**src/rtl/prog_pkg.sv**
```systemverilog
// Shared types and constants for the configuration scan-chain loader.
package prog_pkg;

  typedef enum logic [2:0] {
    IDLE,
    LOAD,
    SHIFT,
    FIN,
    DONE,
    ERR
  } prog_state_t;

  localparam logic [15:0] CRC16_POLY = 16'h1021;
  localparam logic [15:0] CRC16_INIT = 16'hFFFF;

endpackage

```
**src/rtl/prog_chain_loader_if.sv**
```systemverilog
// Bitstream word stream (valid/ready) feeding the scan-chain loader.
interface prog_chain_loader_if #(
  parameter int WORD_W = 32
);
  logic [WORD_W-1:0] s_data;
  logic              s_valid;
  logic              s_ready;

  modport master (output s_data, output s_valid, input s_ready);
  modport slave  (input s_data, input s_valid, output s_ready);
endinterface

```
**src/rtl/prog_crc16_serial.sv**
```systemverilog
// Bit-serial CRC-16-CCITT (MSB-first, no reflection) with synchronous clear and enable.
module prog_crc16_serial
  import prog_pkg::*;
(
  input  logic        clk,
  input  logic        rst,
  input  logic        i_clr,
  input  logic        i_en,
  input  logic        i_bit,
  output logic [15:0] o_crc
);
  logic [15:0] r_crc;
  logic        w_fb;

  assign w_fb  = r_crc[15] ^ i_bit;
  assign o_crc = r_crc;

  always_ff @(posedge clk) begin
    if (rst || i_clr) begin
      r_crc <= CRC16_INIT;
    end else if (i_en) begin
      r_crc <= {r_crc[14:0], 1'b0} ^ ({16{w_fb}} & CRC16_POLY);
    end
  end
endmodule

```
**src/rtl/prog_chain_loader.sv**
```systemverilog
// Scan-chain configuration loader: serializes stream words MSB-first onto prog_in/prog_en.
// Optional CRC-16 check of the shifted bits when PROG_CRC_EN is defined.
module prog_chain_loader
  import prog_pkg::*;
#(
  parameter  int WORD_W    = 32,
  parameter  int CHAIN_LEN = 4096,
  localparam int CNT_W     = $clog2(CHAIN_LEN + 1)
) (
  input  logic               prog_clk,
  input  logic               rst,
  input  logic               start,
  input  logic               abort,
  prog_chain_loader_if.slave s,
  input  logic [15:0]        crc_expected,
  output logic               prog_in,
  output logic               prog_en,
  output logic               busy,
  output logic               done,
  output logic               cfg_loaded,
  output logic               cfg_error,
  output logic [CNT_W-1:0]   bits_left
);
  localparam int WC_W = $clog2(WORD_W + 1);

  prog_state_t       r_state, w_next;
  logic [WORD_W-1:0] r_shreg;
  logic [WC_W-1:0]   r_word_cnt, w_word_n;
  logic [CNT_W-1:0]  r_bits_left;
  logic [31:0]       w_rem;
  logic              r_loaded;
  logic              w_idle, w_busy, w_shift, w_last_bit, w_more;
  logic              w_start, w_ready, w_take, w_crc_ok;

  always_ff @(posedge prog_clk) begin
    if (rst) r_state <= IDLE;
    else     r_state <= w_next;
  end

  always_comb begin
    w_next     = r_state;
    w_idle     = r_state inside {IDLE, DONE, ERR};
    w_busy     = r_state inside {LOAD, SHIFT, FIN};
    w_shift    = (r_state == SHIFT);
    w_last_bit = (r_word_cnt == WC_W'(1));
    w_more     = (r_bits_left > CNT_W'(1));
    w_start    = start && !abort && w_idle;
    w_ready    = !abort && ((r_state == LOAD) || (w_shift && w_last_bit && w_more));
    w_take     = w_ready && s.s_valid;
    // A word taken on its predecessor's last bit sees one bit fewer remaining.
    w_rem      = w_shift ? 32'(r_bits_left) - 32'd1 : 32'(r_bits_left);
    w_word_n   = (w_rem >= 32'(WORD_W)) ? WC_W'(WORD_W) : WC_W'(w_rem);
    prog_en    = w_shift;
    prog_in    = w_shift & r_shreg[WORD_W-1];
    busy       = w_busy;
    done       = (r_state == DONE) || (r_state == ERR);
    unique case (r_state)
      IDLE, DONE, ERR: w_next = w_start ? LOAD : IDLE;
      LOAD: begin
        if (abort)       w_next = IDLE;
        else if (w_take) w_next = SHIFT;
      end
      SHIFT: begin
        if (abort)           w_next = IDLE;
        else if (!w_more)    w_next = FIN;
        else if (w_last_bit) w_next = w_take ? SHIFT : LOAD;
      end
      FIN: begin
        if (abort) w_next = IDLE;
        else       w_next = w_crc_ok ? DONE : ERR;
      end
      default: w_next = IDLE;
    endcase
  end

  assign s.s_ready  = w_ready;
  assign bits_left  = r_bits_left;
  assign cfg_loaded = r_loaded;

  always_ff @(posedge prog_clk) begin
    if (rst || (abort && w_busy)) begin
      r_shreg     <= '0;
      r_word_cnt  <= '0;
      r_bits_left <= '0;
      r_loaded    <= 1'b0;
    end else begin
      if (w_start) begin
        r_bits_left <= CNT_W'(CHAIN_LEN);
        r_loaded    <= 1'b0;
      end
      if (w_shift) r_bits_left <= r_bits_left - CNT_W'(1);
      if (w_take) begin
        r_shreg    <= s.s_data;
        r_word_cnt <= w_word_n;
      end else if (w_shift) begin
        r_shreg    <= r_shreg << 1;
        r_word_cnt <= r_word_cnt - WC_W'(1);
      end
      if (r_state == FIN) r_loaded <= w_crc_ok;
    end
  end

`ifdef PROG_CRC_EN
  logic [15:0] r_crc_exp, w_crc;
  logic        r_error;

  prog_crc16_serial u_crc (
    .clk   (prog_clk),
    .rst   (rst),
    .i_clr (w_start),
    .i_en  (w_shift),
    .i_bit (r_shreg[WORD_W-1]),
    .o_crc (w_crc)
  );

  always_ff @(posedge prog_clk) begin
    if (rst) begin
      r_crc_exp <= '0;
      r_error   <= 1'b0;
    end else if (abort && w_busy) begin
      r_error <= 1'b0;
    end else begin
      if (w_start) begin
        r_crc_exp <= crc_expected;
        r_error   <= 1'b0;
      end
      if (r_state == FIN) r_error <= !w_crc_ok;
    end
  end

  assign w_crc_ok  = (w_crc == r_crc_exp);
  assign cfg_error = r_error;
`else
  logic w_unused_crc;
  assign w_unused_crc = ^crc_expected;
  assign w_crc_ok     = 1'b1;
  assign cfg_error    = 1'b0;
`endif

endmodule

```
**src/flat_wrapper.sv**
```systemverilog
// flat-port wrapper written by rule: the top's interface ports become plain ports
module prog_chain_loader_flat import prog_pkg::*;
#(
  parameter  int WORD_W    = 32,
  parameter  int CHAIN_LEN = 4096,
  localparam int CNT_W     = $clog2(CHAIN_LEN + 1)
)
  (prog_clk, rst, start, abort, crc_expected, prog_in, prog_en, busy, done, cfg_loaded, cfg_error, bits_left, s_s_data, s_s_valid, s_s_ready);
  prog_chain_loader_if #(.WORD_W(WORD_W)) s_i ();
  input  logic prog_clk;
  input  logic rst;
  input  logic start;
  input  logic abort;
  input  logic [15:0] crc_expected;
  output logic prog_in;
  output logic prog_en;
  output logic busy;
  output logic done;
  output logic cfg_loaded;
  output logic cfg_error;
  output logic [CNT_W-1:0] bits_left;
  input wire logic [$bits(s_i.s_data)-1:0] s_s_data;
  input wire logic [$bits(s_i.s_valid)-1:0] s_s_valid;
  output wire logic [$bits(s_i.s_ready)-1:0] s_s_ready;
  assign s_i.s_data = s_s_data;
  assign s_i.s_valid = s_s_valid;
  assign s_s_ready = s_i.s_ready;
  prog_chain_loader #(.WORD_W(WORD_W), .CHAIN_LEN(CHAIN_LEN)) u_core (.prog_clk(prog_clk), .rst(rst), .start(start), .abort(abort), .s(s_i), .crc_expected(crc_expected), .prog_in(prog_in), .prog_en(prog_en), .busy(busy), .done(done), .cfg_loaded(cfg_loaded), .cfg_error(cfg_error), .bits_left(bits_left));
endmodule
```
**config.mk**
```make
export PLATFORM = sky130hd
export DESIGN_NAME = prog_chain_loader_flat
export DESIGN_NICKNAME = d
export VERILOG_FILES = /design/src/rtl/prog_pkg.sv /design/src/rtl/prog_chain_loader_if.sv /design/src/rtl/prog_crc16_serial.sv /design/src/rtl/prog_chain_loader.sv /design/src/flat_wrapper.sv
export SDC_FILE = /design/constraint.sdc
export NUM_CORES = 1
export LEC_CHECK = 0
export CAP_MARGIN = 20
export CORE_ASPECT_RATIO = 0.7
export CORE_UTILIZATION = 50
export DETAILED_ROUTE_END_ITERATION = 10
export PLACE_DENSITY = 0.86
export SKIP_LAST_GASP = 1
export SYNTH_ARGS = -nofsm -noshare
export SYNTH_HDL_FRONTEND = slang
export SYNTH_HIERARCHICAL = 1
export SYNTH_SLANG_ARGS = --single-unit
```
**constraint.sdc**
```tcl
create_clock -name prog_clk -period 2.1 [get_ports prog_clk]
set_input_delay 0.21 -clock prog_clk [delete_from_list [all_inputs] [get_ports prog_clk]]
set_output_delay 0.21 -clock prog_clk [all_outputs]
set_load 0.01 [all_outputs]
```
I/O pins on the die edge:
Pins as bars across the die edge, other pins in gray.
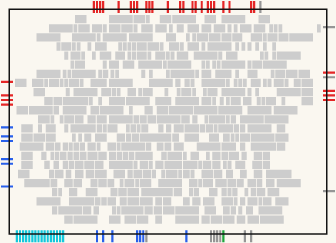
Green shows `abort`, pins 1, direction input, edge bottom. Red shows `s_s_data`, pins 32, direction input, edge 24 top, 4 left, 4 right. Blue shows `bits_left`, pins 13, direction output, edge 7 bottom, 6 left. Cyan shows `crc_expected`, pins 16, direction input, edge bottom.
All pins by edge: 31 bottom, 25 top, 10 left, 7 right.

Track usage over the die:
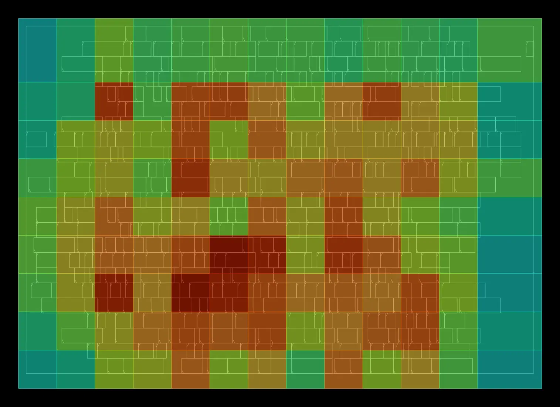
global-route met1 utilization: 35.90%
Global Route Usage Sum: 25.54%
global routing's busiest layer: met2

Signal wires on met3:
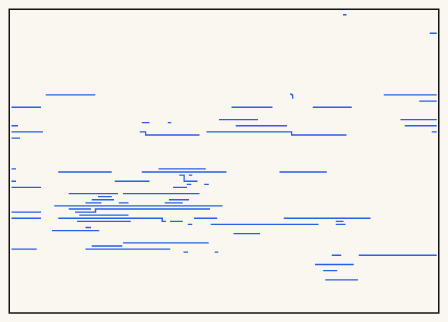
The layer carries 551 um of wire. The wires run mostly horizontal. 61 nets have wire on it.
total routed wirelength: 8015 um
total number of vias: 3125

[metrics by stage]
step	utilization, %	instances	setup TNS [ps]
after floorplan	-	382	0
after global placement	65.81	517	0
after detailed placement	65.81	517	-819.4
after CTS	67.80	525	-85.64
after global routing	69.50	534	-3.790
final	69.50	534	0
[what timing repair did]
action                     in CTS  in global routing
gates resized                   6                  9
buffers inserted                0                  9
pin swaps                       1                  6
setup endpoints to repair       6                 36
[cells in the final DEF (no fill, tap or decap), types with 2 or more instances in the layout]
cell              n
or3_1             6
mux2i_1           2
ha_1              4
and2_1            3
or4_1             2
and3_1            4
o21ai_0          14
o31ai_2           2
buf_4            42
nand2_1          72
nand3_1           9
xnor2_1           4
clkbuf_8          5
nand4_1           7
dfxtp_1          52
nor4_4            2
nor2_1           55
nand4b_1          2
nor2b_1           3
o21a_1            2
a31oi_1           2
a211oi_1          3
inv_1             8
a311oi_1         31
dfxtp_2           3
buf_12            2
o211ai_1          3
nor3_1            4
clkdlybuf4s50_1  54
nor4_1            3
a21oi_1          18
[kinds of logic after synthesis]
family / Yosys count / share of synthesized area [%]
compound gates: 92 / 23.88
xor+xnor: 5 / 1.466
fa+ha+maj: 5 / 2.095
buf+inv: 39 / 5.739
flops: 55 / 36.87
mux: 2 / 0.6703
other cells: 1 / 0.1256
simple gates: 183 / 29.16
[worst min path at each step]
stage,to,slack (ps)
6_report,u_core/r_shreg[0],480
5_1_grt,u_core/r_shreg[25],470
4_1_cts,u_core/r_shreg[0],470
3_5_place_dp,u_core/r_shreg[0],460
3_3_place_gp,u_core/r_shreg[0],450
2_1_floorplan,u_core/r_state[0],280
[worst min-delay path: cells and delay by family]
| kind | cells | cell delay [ps] |
|---|---|---|
| AND-OR/OR-AND | 1 | 60 |
| buffers and inverters | 1 | 400 |
| AND/OR/NAND/NOR | 1 | 80 |
==> summary.txt <==
Latest figures from synthesis and place and route.

The kind of critical path is register to primary output. The clock transition time at the flip-flop clock pins of the worst setup and hold paths is between 100 and 150 ps. In this run the standard cell core region covers 0.005727 sq mm. After layout, the setup clock skew is reported as roughly 11 ps. Along the worst hold path, the cell count comes to 3. The number of buffer cells added on primary ports is 55. The slowest cell on the critical path is clkdlybuf4s50_1. Routing resource usage on met3 recorded by global route was 4.224%. Across all hold checks on the routed design, the worst slack comes to 475.3 ps. The repair_antennas step left the layout with diodes totalling 0.

In the per-layer summary, the met1 wirelength comes to 3655 um. In the synthesized netlist, the number of instances is 382. TritonCTS built the clock tree. The tap cell count is 75. The report lists the cells along the critical path as or3b_4, inv_8, and2_1, clkdlybuf4s50_1. In this design, the largest share of critical-path delay is due to buffers and inverters. From bottom edge to top edge, the die measures approximately 67 um. Summed over all nets, the switching power comes to between 500 and 600 uW. After its last routability iteration, the placer logged a weighted congestion of 0.8743. According to the cell report, flip-flops and latches in the layout number 55. The largest area contributor in the synthesized netlist is dfxtp_1.

The run finished with clean final reports. 288 cells are multi-input combinational gates. The static leakage is 1.480 nW.

The area of placed instances is 0.003769 sq mm. More flip-flops sit in one register than any other, and that register is u_core/r_shreg. Across the VDD grid, the largest voltage drop is 392.7 uV. The power consumption is 2.020 mW. The first-pass GRT wire length is roughly 13000 um. Among all cell types in the netlist, the one instantiated most often is nand2_1. The sequential element share of the synthesized area is 36.87%. The report puts the hold buffer count at CTS at 0. met2 track demand over resource after global routing is about two fifths. Looking at the critical path, the highest net fanout was 5. The tally of unique sky130hd cells used after synthesis is around 60. The launch point of the worst register-to-register path is recorded as u_core/r_state[0]. Detailed-route iteration 0 reported a violation count of 270. The longest incremental delay of any stage on the critical path is reported as 520 ps. The required time of the critical path is 1890 ps. STA classifies the critical path endpoint as a primary output. As reported, the later end of the worst-skew pair has a clock insertion delay of 300 ps.

The register with the most flip-flops in the layout has 32 of them. Ranked by instance count, the synthesized netlist is headed by nand2_1, dfxtp_1, nor2_1. According to the floorplan report, the total die area is 0.006291 sq mm. The dominant kind of cell is logic gates. The number of max-slew violations in the final report is 0.

The main area contributors are dfxtp_1, a311oi_1, nand2_1, nor2_1, a21oi_1. The power report attributes to the sequential group a share of between 50% and 60%. The initial antenna violation count was 0. The share of total power consumed by net switching is about a quarter. The startpoint of the most critical setup path is u_core/r_state[0]. The fraction of final layout cells sized beyond drive strength 1 is 16.12%. In the synthesized netlist the async set-or-reset flop fraction comes to 0%. After synthesis the cells add up to 0.002987 sq mm.

The via count of the first global-routing pass is 2735. The maximum number of pins on one net before global-route repair is 65. The average size of a mapped cell is around 7.8 sq um.

The clock network area share is between 2 and 2.5%. In the final report, the number of hold violations comes to 0. The shortest clock period the worst path allows after layout is around 2000 ps. The number of buffers on the longest clock path is 2. In this run the number of H-tree levels came out at 2. With fillers left out, the area of the finished cells amounts to 0.003980 sq mm. According to the timing report, the critical path is captured at prog_in. Signal nets in the final route climb as high as met4. Multi-input gates account for a little over two fifths of the area.

The last timing report of the flow puts the setup violation total at 0. The number of clock buffers in the layout is 5. OpenSTA, run right after detailed placement, puts the worst setup slack at -96.03 ps. Yosys stat counts 382 cells in the synthesized netlist. The worst hold path begins at s_s_data[0].

Power attributed to the clock group is approximately 600 uW. The share of synthesized area in the top cell type comes to 36.87%. The layout has between 90 and 100 buffers outside the clock class.

The horizontal die dimension is 94.38 um. After layout, the inverter instance count without clock inverters stands at 9. Per the run summary, max-cap violations total 0. Wire segments on met3 add up to 550 um in the final route. The synthesized netlist has a Yosys-reported chip area of about 0.003 sq mm. The remaining global-route overflow is 0. After filler insertion, the fill cell instance count of the layout stands at roughly 440. The timing report gives the worst reg2reg path a setup slack of 120 ps. The flip-flop and latch count after synthesis is 55. The design internal power is 1.484 mW.

Per the synth stats, the flop cell with the highest instance count is dfxtp_1.
Power figures rest on the tool's default switching activity, not on a simulated workload.
